**Run 1: signal wires by layer**

Only two layers are drawn.
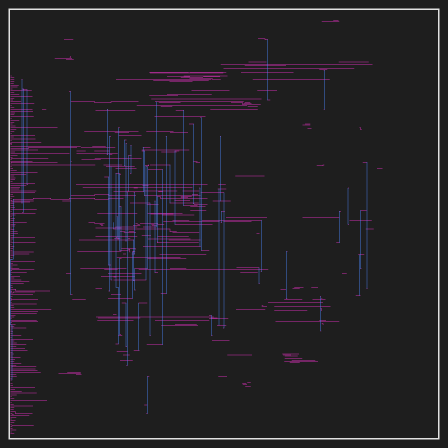
**Run 1: metal 2**

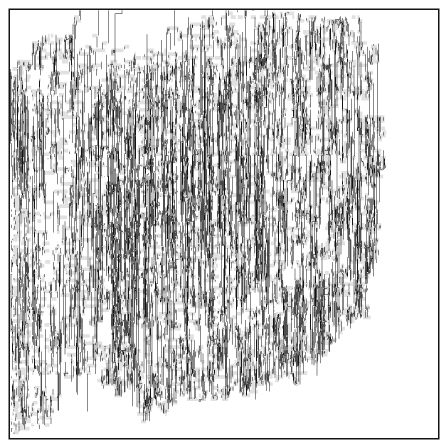
**Run 1: sizing map**

The bar under the picture is 100 um long.
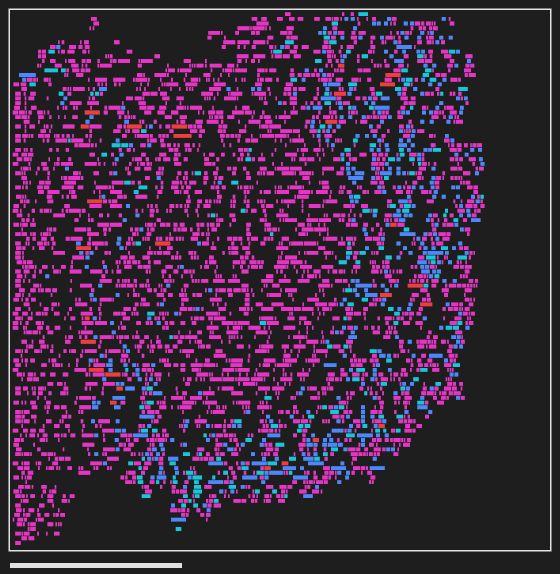
### src/rtl/alu_pkg.sv
// Shared definitions for the ALU and its arbiter: opcode encodings and the
// arbiter FSM state type.
package alu_pkg;

  localparam logic [4:0] OP_ADD  = 5'd0;
  localparam logic [4:0] OP_SUB  = 5'd1;
  localparam logic [4:0] OP_MUL  = 5'd2;
  localparam logic [4:0] OP_DIV  = 5'd3;
  localparam logic [4:0] OP_AND  = 5'd4;
  localparam logic [4:0] OP_OR   = 5'd5;
  localparam logic [4:0] OP_XOR  = 5'd6;
  localparam logic [4:0] OP_NOT  = 5'd7;
  localparam logic [4:0] OP_INC  = 5'd8;
  localparam logic [4:0] OP_DEC  = 5'd9;
  localparam logic [4:0] OP_LAST = OP_DEC;

  typedef enum logic [1:0] {
    IDLE,
    EXEC,
    RESP
  } arb_state_e;

endpackage

### src/rtl/alu.sv
// Combinational 19-bit ALU. Results truncate to DATA_W; divide by zero
// saturates to all-ones and raises div_by_zero; unknown opcodes return 0.
module alu
  import alu_pkg::*;
#(
  parameter int DATA_W = 19,
  parameter int OP_W   = 5
) (
  input  logic [OP_W-1:0]   opcode,
  input  logic [DATA_W-1:0] a,
  input  logic [DATA_W-1:0] b,
  output logic [DATA_W-1:0] result,
  output logic              zero_flag,
  output logic              div_by_zero
);

  // NOTE: every output gets a default before the case so no path leaves it
  // unassigned, which would otherwise infer a latch.
  always_comb begin
    result      = '0;
    div_by_zero = 1'b0;
    case (opcode)
      OP_ADD: result = a + b;
      OP_SUB: result = a - b;
      OP_MUL: result = a * b;
      OP_DIV: begin
        if (b == '0) begin
          result      = '1;
          div_by_zero = 1'b1;
        end else begin
          result = a / b;
        end
      end
      OP_AND: result = a & b;
      OP_OR:  result = a | b;
      OP_XOR: result = a ^ b;
      OP_NOT: result = ~a;
      OP_INC: result = a + 1'b1;
      OP_DEC: result = a - 1'b1;
      default: result = '0;
    endcase
  end

  assign zero_flag = (result == '0);

endmodule

### src/rtl/rr_picker.sv
// Combinational round-robin select: first asserted request at or after ptr,
// wrapping modulo N. Produces a one-hot grant and its binary index.
module rr_picker #(
  parameter int N     = 4,
  parameter int IDX_W = $clog2(N)
) (
  input  logic [N-1:0]     req,
  input  logic [IDX_W-1:0] ptr,
  output logic [N-1:0]     grant,
  output logic [IDX_W-1:0] idx
);

  logic found;

  always_comb begin
    grant = '0;
    idx   = '0;
    found = 1'b0;
    for (int i = 0; i < N; i++) begin
      if (!found && req[(int'(ptr) + i) % N]) begin
        found                      = 1'b1;
        grant[(int'(ptr) + i) % N] = 1'b1;
        idx                        = IDX_W'((int'(ptr) + i) % N);
      end
    end
  end

endmodule

### src/rtl/alu_arbiter.sv
// Round-robin arbiter sharing one alu among NUM_REQ requesters, one operation
// in flight. Define ALU_ARB_ILLEGAL_TRAP_EN to trap opcodes above OP_LAST.
module alu_arbiter
  import alu_pkg::*;
#(
  parameter int NUM_REQ = 4,
  parameter int DATA_W  = 19,
  parameter int OP_W    = 5,
  parameter int ID_W    = $clog2(NUM_REQ)
) (
  input  logic                      clk,
  input  logic                      rst,
  input  logic [NUM_REQ-1:0]        req_valid,
  output logic [NUM_REQ-1:0]        req_ready,
  input  logic [NUM_REQ*OP_W-1:0]   req_opcode,
  input  logic [NUM_REQ*DATA_W-1:0] req_a,
  input  logic [NUM_REQ*DATA_W-1:0] req_b,
  output logic                      rsp_valid,
  input  logic                      rsp_ready,
  output logic [ID_W-1:0]           rsp_id,
  output logic [DATA_W-1:0]         rsp_result,
  output logic                      rsp_zero,
  output logic                      rsp_dbz,
  output logic                      rsp_err
);

  arb_state_e        state;
  logic [ID_W-1:0]   rr_ptr;
  logic [NUM_REQ-1:0] grant;
  logic [ID_W-1:0]   grant_idx;

  logic [OP_W-1:0]   op_code;
  logic [DATA_W-1:0] op_a;
  logic [DATA_W-1:0] op_b;
  logic [ID_W-1:0]   op_id;

  logic [DATA_W-1:0] alu_result;
  logic              alu_zero;
  logic              alu_dbz;

  rr_picker #(.N(NUM_REQ), .IDX_W(ID_W)) u_picker (
    .req   (req_valid),
    .ptr   (rr_ptr),
    .grant (grant),
    .idx   (grant_idx)
  );

  alu #(.DATA_W(DATA_W), .OP_W(OP_W)) u_alu (
    .opcode      (op_code),
    .a           (op_a),
    .b           (op_b),
    .result      (alu_result),
    .zero_flag   (alu_zero),
    .div_by_zero (alu_dbz)
  );

  // Grant is offered combinationally so a request is accepted in its first
  // IDLE cycle; masked during reset so nothing is accepted and then discarded.
  assign req_ready = (state == IDLE && !rst) ? grant : '0;

  // NOTE: state registers use non-blocking assignments so every register
  // samples pre-edge values, independent of statement order.
  always_ff @(posedge clk) begin
    if (rst) begin
      state      <= IDLE;
      rr_ptr     <= '0;
      op_code    <= '0;
      op_a       <= '0;
      op_b       <= '0;
      op_id      <= '0;
      rsp_valid  <= 1'b0;
      rsp_id     <= '0;
      rsp_result <= '0;
      rsp_zero   <= 1'b0;
      rsp_dbz    <= 1'b0;
      rsp_err    <= 1'b0;
    end else begin
      case (state)
        IDLE: begin
          if (|req_valid) begin
            op_code <= req_opcode[grant_idx*OP_W +: OP_W];
            op_a    <= req_a[grant_idx*DATA_W +: DATA_W];
            op_b    <= req_b[grant_idx*DATA_W +: DATA_W];
            op_id   <= grant_idx;
            rr_ptr  <= (grant_idx == ID_W'(NUM_REQ - 1)) ? '0 : grant_idx + 1'b1;
            state   <= EXEC;
          end
        end
        EXEC: begin
          rsp_valid <= 1'b1;
          rsp_id    <= op_id;
`ifdef ALU_ARB_ILLEGAL_TRAP_EN
          if (op_code > OP_W'(OP_LAST)) begin
            rsp_result <= '1;
            rsp_zero   <= 1'b0;
            rsp_dbz    <= 1'b0;
            rsp_err    <= 1'b1;
          end else begin
            rsp_result <= alu_result;
            rsp_zero   <= alu_zero;
            rsp_dbz    <= alu_dbz;
            rsp_err    <= 1'b0;
          end
`else
          rsp_result <= alu_result;
          rsp_zero   <= alu_zero;
          rsp_dbz    <= alu_dbz;
          rsp_err    <= 1'b0;
`endif
          state <= RESP;
        end
        RESP: begin
          if (rsp_ready) begin
            rsp_valid <= 1'b0;
            state     <= IDLE;
          end
        end
        default: state <= IDLE;
      endcase
    end
  end

endmodule

### config.mk
export PLATFORM = sky130hd
export DESIGN_NAME = alu_arbiter
export DESIGN_NICKNAME = d
export VERILOG_FILES = /design/src/rtl/alu_pkg.sv /design/src/rtl/alu.sv /design/src/rtl/rr_picker.sv /design/src/rtl/alu_arbiter.sv
export SDC_FILE = /design/constraint.sdc
export NUM_CORES = 1
export LEC_CHECK = 0
export CORE_UTILIZATION = 23
export CTS_CLUSTER_SIZE = 40
export DETAILED_ROUTE_END_ITERATION = 10
export PLACE_DENSITY = 0.38
export SLEW_MARGIN = 20
export SYNTH_ARGS = -nofsm -noshare
export SYNTH_HDL_FRONTEND = slang
export SYNTH_SLANG_ARGS = --single-unit
### constraint.sdc
create_clock -name clk -period 33.9 [get_ports clk]
set_clock_uncertainty 0.2 [all_clocks]
set_input_delay 6.78 -clock clk [delete_from_list [all_inputs] [get_ports clk]]
set_output_delay 6.78 -clock clk [all_outputs]
set_load 0.005 [all_outputs]
==> git commit body, run 1 <==
Store results of the implementation flow

- For the worst-skew pair, the clock arrives at the later sink with an insertion delay of ~0.35 ns.
- Met1 global-route usage: 0.2753
- By area the synthesized netlist is led by sky130_fd_sc_hd__ha_1 18%, sky130_fd_sc_hd__fa_1 11%, sky130_fd_sc_hd__nand2_1 7.7%.
- Total clock sinks: between 70 and 80
* TritonCTS clock tree: yes
* Sum of met3 wire segment lengths after detailed routing: about 5.9 mm
- Min-Delay Path Class: register to register
* Actual slew at the worst max-slew pin: between 1 and 1.5 ns
* Met3 layer usage reported by global route: 0.02738
- Per the post-synthesis report, the nets total ~3,700.
- In this run the post-CTS setup repair buffer count came out at 5.
- The run finished with clean final reports.
- The synthesis run shows the most used standard cells to be 458 x sky130_fd_sc_hd__nand2_1, 320 x sky130_fd_sc_hd__ha_1, 311 x sky130_fd_sc_hd__nor2_1, 258 x sky130_fd_sc_hd__inv_1, 210 x sky130_fd_sc_hd__a21oi_1.
* Global placement routability congestion: around 0.91
- OpenROAD warning count: between 50 and 60
- Across all checked pins, the minimum headroom to the slew limit is 0.3183.
- The share of synthesized area in the top cell type comes to 0.1790.
- Across all register-to-register paths, the minimum setup slack is 1.57 ns.
- The script parses the final routing iteration and logs DRC violations as 0.
* Non-Filler Instances: around 4,900
* Total count of max-transition violations in the final report: 0
- In this run the deepest clock path goes through 2 buffers.
- The floorplan report gives the top-level pin count as 208.
* CP peak stage delay: 0.62 ns
- Per the synth log, the flip-flop and latch total comes to between 70 and 80.
* Cell family contributing the most delay on the critical path: AND-OR/OR-AND gates
- The synthesized instance count is approximately 3,100.
- Critical setup path kind: register to register
- Final wirelength: between 100 and 150 mm
* Final antenna-violating net count: 0
- Once layout is complete, the utilization of the core stands at 0.3123.
- The worst hold path passes through 2 cells.
- Once routing completed, OpenROAD measured the worst setup slack at 1.572 ns.
- Critical path launch point type: register
- Summing over every cut layer, the via total after detailed routing is roughly 25,000.
- The global route stage reports its total congestion overflow as 0.
* Multiplexer share: 0.02914
- Uppermost signal routing layer after detailed routing: met5
- Number of synthesized flops with an enable pin: 0
- In the layout the commonest cells are 456 x sky130_fd_sc_hd__nand2_1, 424 x sky130_fd_sc_hd__buf_4, 306 x sky130_fd_sc_hd__ha_1, 303 x sky130_fd_sc_hd__nor2_1, 258 x sky130_fd_sc_hd__inv_1.
- The most critical setup path has its endpoint at rsp_zero.
- The report puts the cell count of the worst reg-to-reg path at around 160.
- Start point of the critical path: op_b[7]
* Count of final hold-check violations: 0
* First-pass GRT wire length: approximately 160 mm
- Xor/xnor share of the synthesized area: 0.06695
- Largest non-sequential cell family by area: adder cells
- According to the finish report, the design has a final net count of 4,235.
- Detailed Route Iter0 Violations: around 1,400
- The cell-mix breakdown from Yosys lists the simple-gate area share as 0.2325.
- For the worst reg-to-reg path, the endpoint reported by OpenROAD is rsp_zero.
* Worst Hold Launch: op_id[0]
* Critical Path Slowest Stage Cell: sky130_fd_sc_hd__or4_1
- Number of cells in Yosys stat: around 3,100
- The initial antenna violation count was 2.
- Die Footprint: 98,510 um2
About 'signal wires by layer':
- blue: M4 (wire length 3,440 um)
- magenta: M3 (wire length 5,940 um)

About 'metal 2':
- longest straight run: 97.9 um
- share of all routed wire: 47%

About 'sizing map':
- cyan: x2 (cells 182; share 5.0%)
- magenta: x1 and smaller (cells 2,919; share 81%)
- red: x6 and larger (cells 27; share 0.75%)
- blue: x3 and x4 (cells 489; share 14%)

[run 1: final cells by class]
cell class | count | area [um2] | area share
multi-input combinational | 2622 | 20320 | 0.6740
timing repair buffer | 645 | 5485 | 0.1819
tap | 1276 | 1597 | 0.05295
sequential | 73 | 1461 | 0.04847
inverter | 261 | 979.7 | 0.03249
clock buffer | 11 | 242.7 | 0.008050
clock inverter | 5 | 63.81 | 0.002116
[run 1: sequential cells by signal, summed over array words and instances (netlist names), named ones only]
| name | flops |
|---|---|
| op_id | 2 |
| rsp_zero | 1 |
| op_b | 19 |
| rsp_valid | 1 |
| rsp_result | 19 |
| rsp_id | 2 |
| state | 2 |
| rr_ptr | 1 |
| op_a | 19 |
| op_code | 5 |
| rsp_dbz | 1 |
==> run 2: changes to the inputs <==
--- a/config.mk
+++ b/config.mk
@@ -6,6 +6,7 @@
 export NUM_CORES = 1
 export LEC_CHECK = 0
 export CORE_UTILIZATION = 23
+export CTS_BUF_LIST = sky130_fd_sc_hd__clkbuf_16
 export CTS_CLUSTER_SIZE = 40
 export DETAILED_ROUTE_END_ITERATION = 10
 export PLACE_DENSITY = 0.38
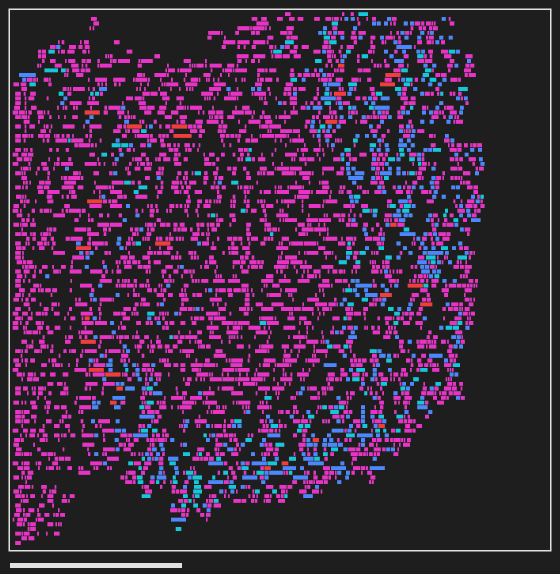
**Above:** run 2 (sizing map).
The bar under the picture is 100 um long.
- magenta: x1 and smaller (cells 2,920; share 81%)
- red: x6 and larger (cells 26; share 0.72%)
- blue: x3 and x4 (cells 489; share 14%)
- cyan: x2 (cells 182; share 5.0%)

==> run 2 against run 1 <==
Register-to-register slack lost 0.02 ns. Die size unchanged. Synthesized area is the same. Wire length is essentially flat. Core utilization barely moved. Cell count unchanged. Hold slack is essentially flat. Critical path type unchanged.
==> git commit body, run 2 <==
Store results of the implementation flow

- The global routing report lists met2 layer usage as 0.3659.
- In this run the number of H-tree levels came out at 3.
- Clk_lat worst skew: 0.35 ns (about the same)
- R2R depth: 159 (unchanged)
- The routed design could run at a clock period as short as about 32 ns.
- Most used standard cells in the synthesized netlist: 458 x sky130_fd_sc_hd__nand2_1, 320 x sky130_fd_sc_hd__ha_1, 311 x sky130_fd_sc_hd__nor2_1, 258 x sky130_fd_sc_hd__inv_1, 210 x sky130_fd_sc_hd__a21oi_1
- Maximum root-to-sink buffer count: 2 (unchanged)
* Overall routing resource usage: 0.2124
* Number of buffers inserted by port buffering: 206
- The critical path in this run is classified as register to register.
* Vias: 24,620 (-0.11%)
* Result of the run: completed
- Data arrives at the worst endpoint at 32.46 ns.
- Met3 layer usage reported by global route: 0.02738 (unchanged)
- In this run, CTS created clock tree buffers numbering 9.
- The critical path crosses between 150 and 200 cells after its start point.
- The critical path contains buffers and inverters numbering 21 combined.
- Post-synth area from yosys stat: between 20,000 and 25,000 um2
- Per the detail_route log, the uppermost layer with routed signals is met5.
* TritonCTS clock tree: yes
- Per the timing report, the achievable frequency comes out to between 30 and 40 MHz.
- Initial antenna violation count: 2 (unchanged)
* Post-synth design cell area: between 20,000 and 25,000 um2
* Critical Path End: rsp_zero
- Per the synthesis report, the AND-OR/OR-AND share of the synthesized area is 0.2424.
- Die Ht: between 300 and 400 um
- The run reported a max-capacitance violation count of 0.
* Worst Hold Launch: op_id[0]
- Summed over all nets, the half-perimeter wirelength after detailed placement is 82.86 mm.
- The area of the multi-input gates came to 20,320 um2 (unchanged).
- Number of cells in Yosys stat: 3,124 (unchanged)
- Leading register cell type out of synthesis: sky130_fd_sc_hd__dfxtp_1
* Post-cts sizing count: 21
* Pre-CTS setup slack: -0.9761 ns
- Top Registers: op_a x19, op_b x19, rsp_result x19
* Average detailed-routed wire length per instance: ~22 um
* Sum of met3 wire segment lengths after detailed routing: 5.568 mm (-6.2%)
- The buffers inserted during post-CTS setup optimization was 5 (unchanged).
- The pre-antenna-repair detailed-routing pass consisted of 7 iterations.
* OpenROAD warning count: 56 (unchanged)
- Start point of the critical path: op_b[7]
* Total I/O pin count: 208 (unchanged)
- The depth of the worst hold-timing path is 2 (unchanged).
- The synthesized-area fraction occupied by xor and xnor cells is 0.06695 (unchanged).
- The number of violations reported at the end of detailed-routing iteration 0 is 1,413 (+3.4%).
* Proportion of layout cells with a drive suffix above 1: 0.1927
* Adder share: 0.2899
* Final wirelength: 107.1 mm (about the same)
- The most numerous cell type found on the critical path is sky130_fd_sc_hd__a21o_1.
* Worst r2r src: op_b[7]
- For this run, the register share of the synthesized area comes to 0.06533.
- Largest non-sequential cell family by area: adder cells
- Summed over all nets, wire length on met2 after detailed routing comes to around 51 mm.
* CP peak stage delay: 0.62 ns (about the same)
- Global placement routability congestion: 0.9086 (unchanged)
- CP Data Required Time: 34.01 ns
- The global-route congestion overflow total was 0 (unchanged).
- The area fraction in mux cells came to 0.02914 (unchanged).
- Number of setup violations in the final report: 0
- According to the floorplan log, the row count is approximately 110.
- Min-Delay Path Class: register to register
- The minimum setup slack in the final design was 1.553 ns (-0.01860 ns).
- The final max-slew violation count is 0 (unchanged).
- The number of nets produced by synthesis came to 3,747 (unchanged).
- Residual DRC: 0 (unchanged)
* Critical path launch point type: register
* Floorplan-stage core utilization: 0.2317
* Share of async-settable or async-resettable flops after synthesis: 0
- The synthesis report lists the Yosys warning total as 0.
- Total clock sinks: 73 (unchanged)
- For this block, wires on met1 add up to ~47 mm.
* Area used by sequential logic in the layout: 1461 um2 (unchanged)
* Critical Path Slowest Stage Cell: sky130_fd_sc_hd__or4_1
* Die W: around 310 um
* Synthesized instance count: 3,124 (unchanged)
* Maximum number of pins on one net before global-route repair: between 70 and 80
- The setup slack of the most critical reg-to-reg path was 1.55 ns (-0.02 ns).
* Detail-routed via count per cell: 5.032
* Commonest cells after routing, fill and taps aside: 456 x sky130_fd_sc_hd__nand2_1, 424 x sky130_fd_sc_hd__buf_4, 306 x sky130_fd_sc_hd__ha_1, 303 x sky130_fd_sc_hd__nor2_1, 259 x sky130_fd_sc_hd__inv_1
* Most Crowded Layer GR: met2
- Area Growth Syn to Fin: 34.74%
- The area fraction of the dominant cell type after synthesis came to 0.1790 (unchanged).
* Sort of element at the end of the critical path: register
* Number of storage elements in the synthesis netlist: 73 (unchanged)
- Cell family contributing the most delay on the critical path: AND-OR/OR-AND gates
* Count of final hold-check violations: 0 (unchanged)
- Antenna diode instance count: 0
- Per the cell usage report, the commonest logic cell in the layout is sky130_fd_sc_hd__nand2_1.
- Period utilization: 0.9542
- The cell sitting at the root of the clock tree is a sky130_fd_sc_hd__clkbuf_16.
- Leading cell type by number of instances after synthesis: sky130_fd_sc_hd__nand2_1
* First-pass GRT wire length: 158.2 mm (about the same)
- Met1 global-route usage: 0.2753 (about the same)
- Leading area contributor after synthesis: sky130_fd_sc_hd__ha_1
- After synthesis, the cell types taking the most area are sky130_fd_sc_hd__ha_1 18%, sky130_fd_sc_hd__fa_1 11%, sky130_fd_sc_hd__nand2_1 7.7%.
- Average footprint of a synthesized cell: just over 7 um2
- Simple-Gate Area Share: 0.2325 (unchanged)
- Per the OpenROAD floorplan log, the area of the core is around 97,000 um2.
* Clock-pin slew on the worst setup and hold paths: 0.07 ns
* Crit path max fanout: 10
* Final antenna-violating net count: 0 (unchanged)
- The capture point of the worst register-to-register path is recorded as rsp_zero.
* Final worst hold slack: between 0.2 and 0.3 ns
- Worst slew margin: 0.3265 (+0.008216)
- Final layout net count: 4,235 (unchanged)
* Distinct cell type count of the synthesized netlist: approximately 93
- Number of synthesized flops with an enable pin: 0 (unchanged)
- STA shows the worst min-delay path finishing at rsp_id[0].
- The total die size was 98,510 um2 (unchanged).
- Buffers inserted to repair hold after CTS numbered 0.
* Number of global-route vias before repair: roughly 25,000
- Per the layout report, the design carries around 11,000 filler cells.
- Actual slew at the worst max-slew pin: 1.010 ns (-0.01232 ns)
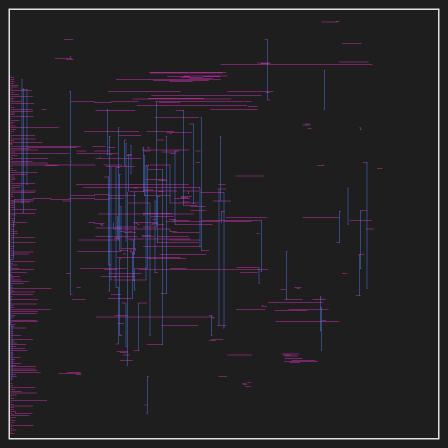
**Above:** run 2 (signal wires by layer).
Only two layers are drawn.
- magenta: M3 (wire length 5,570 um)
- blue: M4 (wire length 3,480 um)

run 2: area by class of cell:
cell class                 count  area share
clock buffer                   9    0.007472
clock inverter                 7    0.002366
inverter                     261     0.03250
multi-input combinational   2622      0.6742
sequential                    73     0.04848
tap                         1276     0.05297
timing repair buffer         645      0.1820
run 2: stage by stage:
| stage | instances | setup TNS (ns) | util | instance area [um2] |
|---|---|---|---|---|
| final | 4893 | 0 | 0.3121 | 30140 |
| after CTS | 4836 | 0 | 0.2973 | 28710 |
| after global routing | 4893 | -0.2044 | 0.3121 | 30140 |
| after floorplan | 3124 | 0 | - | 22410 |
| after detailed placement | 4815 | -1.080 | 0.2930 | 28290 |
| after global placement | 4815 | -0.5208 | 0.2930 | 28290 |
==> run 3: changes to the inputs <==
--- a/config.mk
+++ b/config.mk
@@ -7,8 +7,8 @@
 export LEC_CHECK = 0
 export CORE_UTILIZATION = 23
 export CTS_BUF_LIST = sky130_fd_sc_hd__clkbuf_16
-export CTS_CLUSTER_SIZE = 40
 export DETAILED_ROUTE_END_ITERATION = 10
+export HOLD_SLACK_MARGIN = 0.03
 export PLACE_DENSITY = 0.38
 export SLEW_MARGIN = 20
 export SYNTH_ARGS = -nofsm -noshare
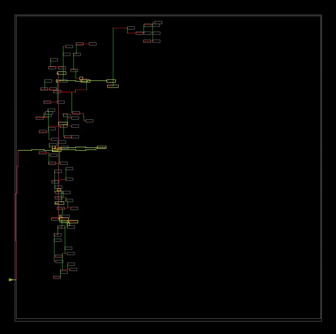
**Above:** run 3 (clock routing).
flop count: 73
total clock sinks: 73
total of clock buffers placed in the layout: 9

==> run 3 against run 2 <==
Largest cell class unchanged. Clock-buffer cell count stayed put. Setup slack stayed put. First-iteration DRC count stayed put. Via count stayed put. Synthesized cell count stayed put. Critical endpoint unchanged.
==> git commit body, run 3 <==
Store results of the implementation flow

- Result of the run: completed
- Per the GRT log, the top usage layer is met2.
- CP peak stage delay: 0.62 ns (about the same)
- OpenROAD warning count: 56 (unchanged)
- The wire length of the first global-routing pass is 158.2 mm (unchanged).
- The minimum setup slack in the final design was 1.553 ns (unchanged).
- Average footprint of a synthesized cell: 7.161 um2 (unchanged)
- Start point of the critical path: op_b[7]
- Multiplexer share: 0.02914 (unchanged)
- The number of global-route vias before repair was 24,650 (unchanged).
- TritonCTS built the clock tree.
- The global-route congestion overflow total was 0 (unchanged).
- The fill cell total of the finished layout is 10,620 (unchanged).
* Hold-critical path endpoint: rsp_id[0]
- The setup slack of the most critical reg-to-reg path came to 1.55 ns (about the same).
- Cell area after placement: 28,290 um2 (unchanged)
- Total I/O pin count: 208 (unchanged)
- The H-tree level count is 3 (unchanged).
- Per STA, the endpoint of the critical path is rsp_zero.
- Number of cells in Yosys stat: 3,124 (unchanged)
* Pre-CTS setup slack: -0.9761 ns (unchanged)
- Area used by sequential logic in the layout: 1461 um2 (unchanged)
- Top Registers: op_a x19, op_b x19, rsp_result x19
- CP Data Required Time: 34.01 ns (about the same)
- The antenna diode count came to 0 (unchanged).
- The die boundary width came to 313.9 um (unchanged).
- The time the final worst path needs with I/O delays and setup is 32.35 ns (unchanged).
- Final antenna-violating net count: 0 (unchanged)
- Post-route cell area: 30,140 um2 (unchanged)
* Final worst hold slack: 0.2503 ns (unchanged)
* Post-synth design cell area: 22,370 um2 (unchanged)
- Number of storage elements in the synthesis netlist: 73 (unchanged)
- Largest non-sequential cell family by area: adder cells
- The total die size is 98,510 um2 (unchanged).
- The effective utilization at floorplan came to 0.2317 (unchanged).
* R2R depth: 159 (unchanged)
- The proportion of synthesized flip-flops having asynchronous set or reset is 0 (unchanged).
* CP dominant cell by count: sky130_fd_sc_hd__a21o_1
- Average detailed-routed wire length per instance: 21.88 um (unchanged)
* Critical path launch point type: register
* Uppermost signal routing layer after detailed routing: met5
- The met2 routing resource usage after global routing is 0.3659 (unchanged).
* Dominant logic cell type in the layout: sky130_fd_sc_hd__nand2_1
- Die Ht: 313.9 um (unchanged)
- Worst Hold Launch: op_id[0]
- Leading area contributor after synthesis: sky130_fd_sc_hd__ha_1
- The synthesized instance count is 3,124 (unchanged).
* R2r endpoint: rsp_zero
- The max-cap check violation count came to 0 (unchanged).
* Vias: 24,620 (unchanged)
- The count of cell instances traversed by the critical path is 159 (unchanged).
* Cell family contributing the most delay on the critical path: AND-OR/OR-AND gates
- The largest fanout on the critical path came to 10 (unchanged).
- Cell count after placement: 4,815 (unchanged)
- Proportion of synthesized chip area in sequential cells: 0.06533 (unchanged)
- The depth of the worst hold-timing path came to 2 (unchanged).
* Maximum number of pins on one net before global-route repair: 75 (unchanged)
- Cts hold-fix bufs: 0 (unchanged)
- Simple-Gate Area Share: 0.2325 (unchanged)
* Detail-routed via count per cell: 5.032 (unchanged)
- By count the netlist is led by 458 x sky130_fd_sc_hd__nand2_1, 320 x sky130_fd_sc_hd__ha_1, 311 x sky130_fd_sc_hd__nor2_1, 258 x sky130_fd_sc_hd__inv_1, 210 x sky130_fd_sc_hd__a21oi_1.
- The buffer-and-inverter tally for the worst setup path was 21 (unchanged).
- Maximum root-to-sink buffer count: 2 (unchanged)
- The headroom to the max-slew limit was 0.3265 (unchanged).
* Detailed Route Iter0 Violations: 1,413 (unchanged)
* Period utilization: 0.9542 (unchanged)
- The pin slew with the least headroom to its limit is 1.010 ns (unchanged).
- The count of TritonRoute iterations in the first routing pass is 7 (unchanged).
- The proportion of layout cells with a drive suffix above 1 came to 0.1927 (unchanged).
- In the layout the commonest cells are 456 x sky130_fd_sc_hd__nand2_1, 424 x sky130_fd_sc_hd__buf_4, 306 x sky130_fd_sc_hd__ha_1, 303 x sky130_fd_sc_hd__nor2_1, 259 x sky130_fd_sc_hd__inv_1.
- Worst r2r src: op_b[7]
* Global placement routability congestion: 0.9086 (unchanged)
* Tally of yosys warning messages: 0 (unchanged)
- Clock-pin slew on the worst setup and hold paths: 0.07 ns (about the same)
- The area fraction of the dominant cell type after synthesis was 0.1790 (unchanged).
- Clk_lat worst skew: 0.35 ns (about the same)
- The post-detailed-route DRC marker count was 0 (unchanged).
- Synthesized-area fraction occupied by ao, oa, aoi and oai cells: 0.2424 (unchanged)
* Post-synth area from yosys stat: 22,370 um2 (unchanged)
- The standard-cell row count was 114 (unchanged).
- The met2 wire length came to 50.69 mm (unchanged).
- In this run the worst hold path is classified as register to register.
* Met1 global-route usage: 0.2753 (unchanged)
- The synthesis-to-finish area growth was 34.74% (unchanged).
- By area the synthesized netlist is led by sky130_fd_sc_hd__ha_1 18%, sky130_fd_sc_hd__fa_1 11%, sky130_fd_sc_hd__nand2_1 7.7%.
- The initial antenna violation count is 2 (unchanged).
* Number of synthesized flops with an enable pin: 0 (unchanged)
- MI comb area: 20,320 um2 (unchanged)
* Xor/xnor share of the synthesized area: 0.06695 (unchanged)
- The summed negative setup slack over all endpoints is 0 ns (unchanged).
- Layout Utilization: 0.3121 (unchanged)
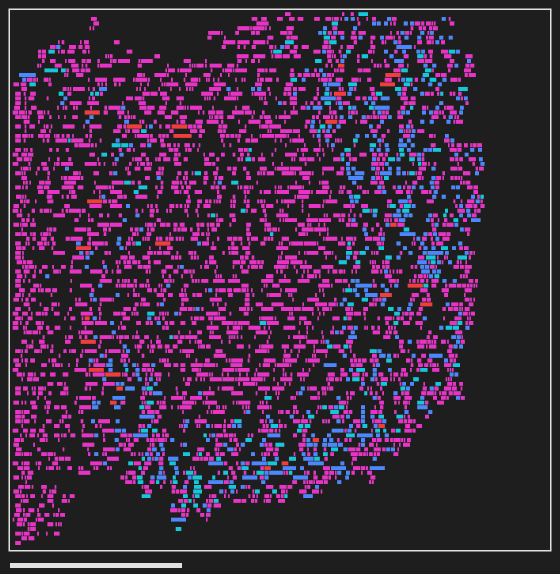
**Above:** run 3 (sizing map).
The bar under the picture is 100 um long.
- blue: x3 and x4 (cells 489; share 14%)
- cyan: x2 (cells 182; share 5.0%)
- red: x6 and larger (cells 26; share 0.72%)
- magenta: x1 and smaller (cells 2,920; share 81%)

==> run 3: cell counts after synthesis <==
No cell type changed its count.
==> run 3: what timing repair did <==
action                     in CTS  in global routing
buffers inserted                5                 53
pin swaps                       3                 96
gates resized                  21                192
gates cloned                    0                  4
setup endpoints to repair       2                  3
==> run 3: cell type report <==
cell class                 instances  area share
sequential                        73     0.04848
multi-input combinational       2622      0.6742
inverter                         261     0.03250
timing repair buffer             645      0.1820
clock buffer                       9    0.007472
clock inverter                     7    0.002366
tap                             1276     0.05297
==> run 3: logic make-up (layout without fill, tap and decap cells) <==
group | Yosys count | in the layout
buffers and inverters | 430 | 922
adders and majority gates | 444 | 444
and+or+nand+nor | 1146 | 1146
muxes | 59 | 59
other | 1 | 1
DFF | 73 | 73
xor gates and xnor gates | 171 | 171
AOI/OAI and AO/OA | 800 | 801
